==> config.mk <==
export PLATFORM = sky130hd
export DESIGN_NAME = arm_fetch
export DESIGN_NICKNAME = d
export VERILOG_FILES = /design/src/rtl/arm_fetch.sv
export SDC_FILE = /design/constraint.sdc
export NUM_CORES = 1
export LEC_CHECK = 0
export CAP_MARGIN = 40
export CELL_PAD_IN_SITES_DETAIL_PLACEMENT = 0
export CELL_PAD_IN_SITES_GLOBAL_PLACEMENT = 1
export CORE_ASPECT_RATIO = 0.8
export CORE_MARGIN = 2
export CORE_UTILIZATION = 32
export CTS_BUF_LIST = sky130_fd_sc_hd__clkbuf_16
export CTS_CLUSTER_DIAMETER = 80
export DETAILED_ROUTE_END_ITERATION = 6
export PLACE_DENSITY = 0.82
export SLEW_MARGIN = 15
export SYNTH_ARGS = -nofsm -noshare
export SYNTH_HDL_FRONTEND = slang
export SYNTH_SLANG_ARGS = --single-unit
==> constraint.sdc <==
create_clock -name clk -period 1.75 [get_ports clk]
set_clock_uncertainty 0.05 [all_clocks]
set_input_delay 0.525 -clock clk [delete_from_list [all_inputs] [get_ports clk]]
set_output_delay 0.525 -clock clk [all_outputs]
set_load 0.05 [all_outputs]
==> src/rtl/arm_fetch.sv <==
// arm_fetch: instruction fetch stage feeding arm_decode.
//
// Owns the program counter, issues one word read at a time to instruction
// memory over a req/ack handshake, and holds the fetched word until decode
// takes it. It also evaluates the instruction's condition field against the
// live CPSR flags.
//
// Ports:
//   clk, rst_n            clock (rising edge), asynchronous active-low reset
//   imem_req/imem_addr    fetch request and word address (held until ack)
//   imem_ack/imem_rdata   one-cycle completion pulse and fetched word
//   inst/inst_valid       held instruction and its live flag
//   cond_pass             condition result for inst, 0 when inst_valid=0
//   decode_ready          decode consumes inst this cycle
//   pc_we/pc_in           redirect request and target (low two bits ignored)
//   cpsr_in               current CPSR, flags N,Z,C,V in bits [31:28]
//   pc_out                address of the instruction held in inst
module arm_fetch #(
  parameter logic [31:0] RESET_PC = 32'h0000_0000,
  parameter logic [31:0] PC_STEP  = 32'd4
) (
  input  logic        clk,
  input  logic        rst_n,
  output logic        imem_req,
  output logic [31:0] imem_addr,
  input  logic        imem_ack,
  input  logic [31:0] imem_rdata,
  output logic [31:0] inst,
  output logic        inst_valid,
  output logic        cond_pass,
  input  logic        decode_ready,
  input  logic        pc_we,
  input  logic [31:0] pc_in,
  input  logic [31:0] cpsr_in,
  output logic [31:0] pc_out
);

  typedef enum logic [1:0] {
    S_IDLE = 2'd0,
    S_REQ  = 2'd1,
    S_HOLD = 2'd2
  } state_e;

  state_e      state_q;
  logic [31:0] pc_q;
  logic [31:0] addr_q;
  logic [31:0] inst_q;
  logic [31:0] pc_out_q;
  logic        req_q;
  logic        vld_q;
  logic        squash_q;

  logic [31:0] redir_pc_d;
  logic [31:0] pc_seq_d;
  logic        unused_bits;

  assign redir_pc_d  = {pc_in[31:2], 2'b00};
  assign pc_seq_d    = pc_q + PC_STEP;   // wraps modulo 2^32
  assign unused_bits = ^{cpsr_in[27:0], pc_in[1:0]};

  // ARM condition evaluation; nzcv = {N, Z, C, V}.
  function automatic logic eval_cond(input logic [3:0] c, input logic [3:0] nzcv);
    logic n, z, cf, v;
    logic r;
    {n, z, cf, v} = nzcv;
    r = 1'b0;
    case (c)
      4'h0: r = z;
      4'h1: r = !z;
      4'h2: r = cf;
      4'h3: r = !cf;
      4'h4: r = n;
      4'h5: r = !n;
      4'h6: r = v;
      4'h7: r = !v;
      4'h8: r = cf && !z;
      4'h9: r = !cf || z;
      4'hA: r = (n == v);
      4'hB: r = (n != v);
      4'hC: r = !z && (n == v);
      4'hD: r = z || (n != v);
      4'hE: r = 1'b1;
      default: r = 1'b0;  // NV: never executes
    endcase
    return r;
  endfunction

  always_ff @(posedge clk or negedge rst_n) begin
    if (!rst_n) begin
      state_q  <= S_IDLE;
      pc_q     <= RESET_PC;
      addr_q   <= RESET_PC;
      inst_q   <= 32'h0;
      pc_out_q <= RESET_PC;
      req_q    <= 1'b0;
      vld_q    <= 1'b0;
      squash_q <= 1'b0;
    end else begin
      case (state_q)
        // IDLE: single dead cycle after reset or after a dropped response.
        // Any ack seen here belongs to an abandoned transaction and is ignored.
        S_IDLE: begin
          state_q <= S_REQ;
          req_q   <= 1'b1;
          vld_q   <= 1'b0;
          if (pc_we) begin
            pc_q   <= redir_pc_d;
            addr_q <= redir_pc_d;
          end else begin
            addr_q <= pc_q;
          end
        end

        // REQ: address must stay put until the memory answers, so a redirect
        // here only retargets pc and marks the in-flight word for discard.
        S_REQ: begin
          if (imem_ack) begin
            req_q    <= 1'b0;
            squash_q <= 1'b0;
            if (pc_we) begin
              pc_q    <= redir_pc_d;
              state_q <= S_IDLE;
            end else if (squash_q) begin
              state_q <= S_IDLE;
            end else begin
              inst_q   <= imem_rdata;
              pc_out_q <= pc_q;
              pc_q     <= pc_seq_d;
              vld_q    <= 1'b1;
              state_q  <= S_HOLD;
            end
          end else if (pc_we) begin
            squash_q <= 1'b1;
            pc_q     <= redir_pc_d;
          end
        end

        // HOLD: no request outstanding; a redirect also retires the held
        // instruction, so it takes priority over decode_ready.
        S_HOLD: begin
          if (pc_we) begin
            vld_q   <= 1'b0;
            pc_q    <= redir_pc_d;
            addr_q  <= redir_pc_d;
            req_q   <= 1'b1;
            state_q <= S_REQ;
          end else if (decode_ready) begin
            vld_q   <= 1'b0;
            addr_q  <= pc_q;
            req_q   <= 1'b1;
            state_q <= S_REQ;
          end
        end

        default: begin
          state_q  <= S_IDLE;
          req_q    <= 1'b0;
          vld_q    <= 1'b0;
          squash_q <= 1'b0;
        end
      endcase
    end
  end

  assign imem_req   = req_q;
  assign imem_addr  = addr_q;
  assign inst       = inst_q;
  assign inst_valid = vld_q;
  assign pc_out     = pc_out_q;
  assign cond_pass  = vld_q & eval_cond(inst_q[31:28], cpsr_in[31:28]);

endmodule

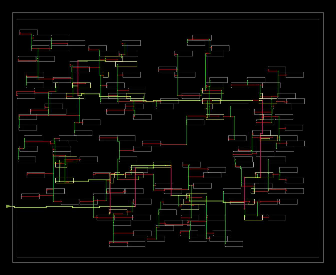
Fig. 1. The clock network.
clkbuf count: 17
clock-net power: 0.00363 W
CTS Buf Count: 17

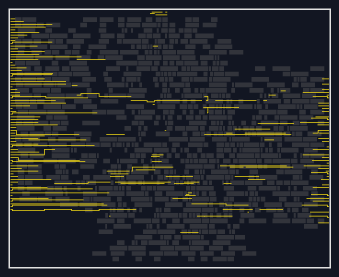
Fig. 2. M3 wires.
Drawn at 2 px/um.
wire length on this layer: 2090 um
share of all routed wire: 11%

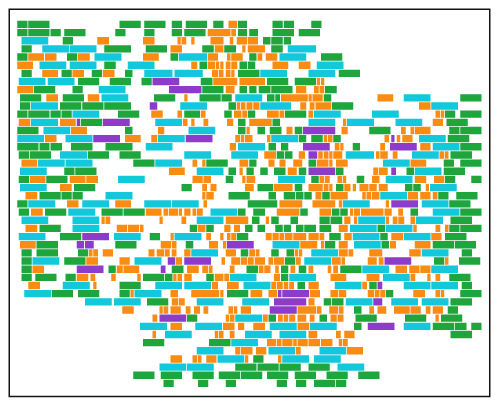
Fig. 3. Cell classes on the final placement.
Drawn at 3 px/um.
legend:
  cyan:
    class: sequential cells
    cells: 132
  orange:
    class: combinational and other logic
    cells: 402
  green:
    class: remaining buffers and delay cells
    cells: 285
  purple:
    class: clock drivers and dummy loads
    cells: 32

==> reports/metrics.cfg <==
[placement]
dp_hpwl_mm=13.20

[clock_network]
h-tree-depth=4
ctsResizeCount=25
cts.sinks=132
postCtsHoldBufs=1
clk_pin_slew_ps=60
cts-root-buf=clkbuf_16

[die]
die_h_um=128.6
ios=200
fp.dieW_um=159.7

[routing]
vias_per_cell=5.080
drt_wl_total_mm=19.83
drtIter0Drc=347
drtAntennaViolNets=0

[critical_path]
rrSetupSlack_ps=-200
timing.rr.end=pc_q[26]
startpoint=inst[30]
reg2reg_from=pc_q[2]
crit_fanout=6
reg2regPathDepth=6
endpoint_kind=primary output
crit_type=reg2out
required_ps=1170

[logic_synthesis]
edf_count=0
yosys-stat-area_sq_um=6206
top_cells_by_count=dfrtp_1 (132), mux2_2 (63), nor2_1 (48), a21oi_1 (47), nand2_1 (35)
ys_async_sr_fraction_pct=100.0
fp_nets=674
synth_area_leader_cell=dfrtp_1
netlist_instances=572
topCellsByArea=dfrtp_1 (53%), mux2_2 (11%), mux2i_1 (4.2%)
synth_flops=132
synth_seq_share_pct=53.23
avgSynthCellArea_sq_um=10.85
top_cell_area_share_pct=53.23
ys.flop_type=dfrtp_1
top_cell=dfrtp_1

[final_layout]
layout-drive-gt1-share_pct=42.30
area_growth_pct=79.46
final_area_sq_um=11140
n_antenna_cell=0
final_core_util_pct=58.69
finalNetCount=940
finalNonFillerCells=1109

[global_routing]
grt_pass1_vias=5639
grt_pass1_wl_mm=30.09
grt_max_degree=52
antenna_found_initial=1
grt_use_total_pct=18.66

[timing]
finalSetupViolCount=15
worstMarginPinSlew_ps=481.7
setup_tns_ps=-1986
holdWs_ps=402.9
hold_violations=0
worst_slack_ps=-703.4
max_freq_ghz=0.4076
relSlewSlack_pct=67.89
period_used_pct=140.2

[pwr]
switching_power_w=0.009693
swShare_pct=41.94
power.density_nw_per_um2=2075
vdd_drop_max_mv=1.283
total_power_w=0.02311
p_seq_share_pct=25.8

[job]
cap_viol_max_count=0
log.warning_count=59

[outcome]
outcome=complete, but fails checks
violations=negative setup slack

==> layer usage <==
layer  vias to the layer above  GRT usage, %  wire length (um)
li1                       2641             -                 -
met1                      2753         23.79              8525
met2                       216         28.42              8970
met3                        22         9.155              2086
met4                         2         4.866               234
met5                         -             0                13
==> power by group through the flow <==
stage	clock, W	sequential (W)	combinational (W)
floorplan	0	0.00907	0.00274
global placement	0	0.00592	0.0126
detailed placement	0	0.00597	0.0127
CTS	0.00370	0.00593	0.0130
global route	0.00384	0.00614	0.0142
finish	0.00363	0.00596	0.0135
==> cell families after synthesis <==
family | Yosys count | share of synthesized area [%]
AND-OR/OR-AND | 147 | 14.62
flip-flops | 132 | 53.23
multiplexers | 90 | 15.81
XOR/XNOR | 1 | 0.1412
AND/OR/NAND/NOR | 156 | 13.10
buffers and inverters | 45 | 2.903
adder cells (fa/ha/maj) | 1 | 0.2016
==> worst max-delay path: stages (launching register included) <==
cell     delay (ps)
dfrtp_2         420
buf_6           140
nor4b_4         130
o31a_1          310
a31oi_2         190
a31oi_4         100
buf_6           160
==> final cells by class <==
type,instances,area (sq um)
inverters,7,26.28
fillers,1529,7838
repair buffers,285,3779
clock inverters,15,165.2
clock buffers,17,425.4
well taps,258,322.8
flip-flops and latches,132,3313
multi-input cells,395,3105
==> cell usage in the layout, fill, tap and decap left out, types with 6 or more instances in the layout <==
cell and instances:
dfrtp_1 126, buf_12 104, buf_4 83, clkdlybuf4s50_1 64, nor2_1 46, a21oi_1 44
mux2_2 41, nand2_1 30, mux2i_1 25, mux2_4 23, buf_6 23, clkbuf_16 20
o21ai_0 17, nand3_1 16, o21ai_1 15, a31oi_1 12, nand4_1 9, inv_1 7
o22ai_1 7, a2bb2oi_1 7, o31ai_1 6
No activity file was given, so power comes from the tool's default toggle rates.
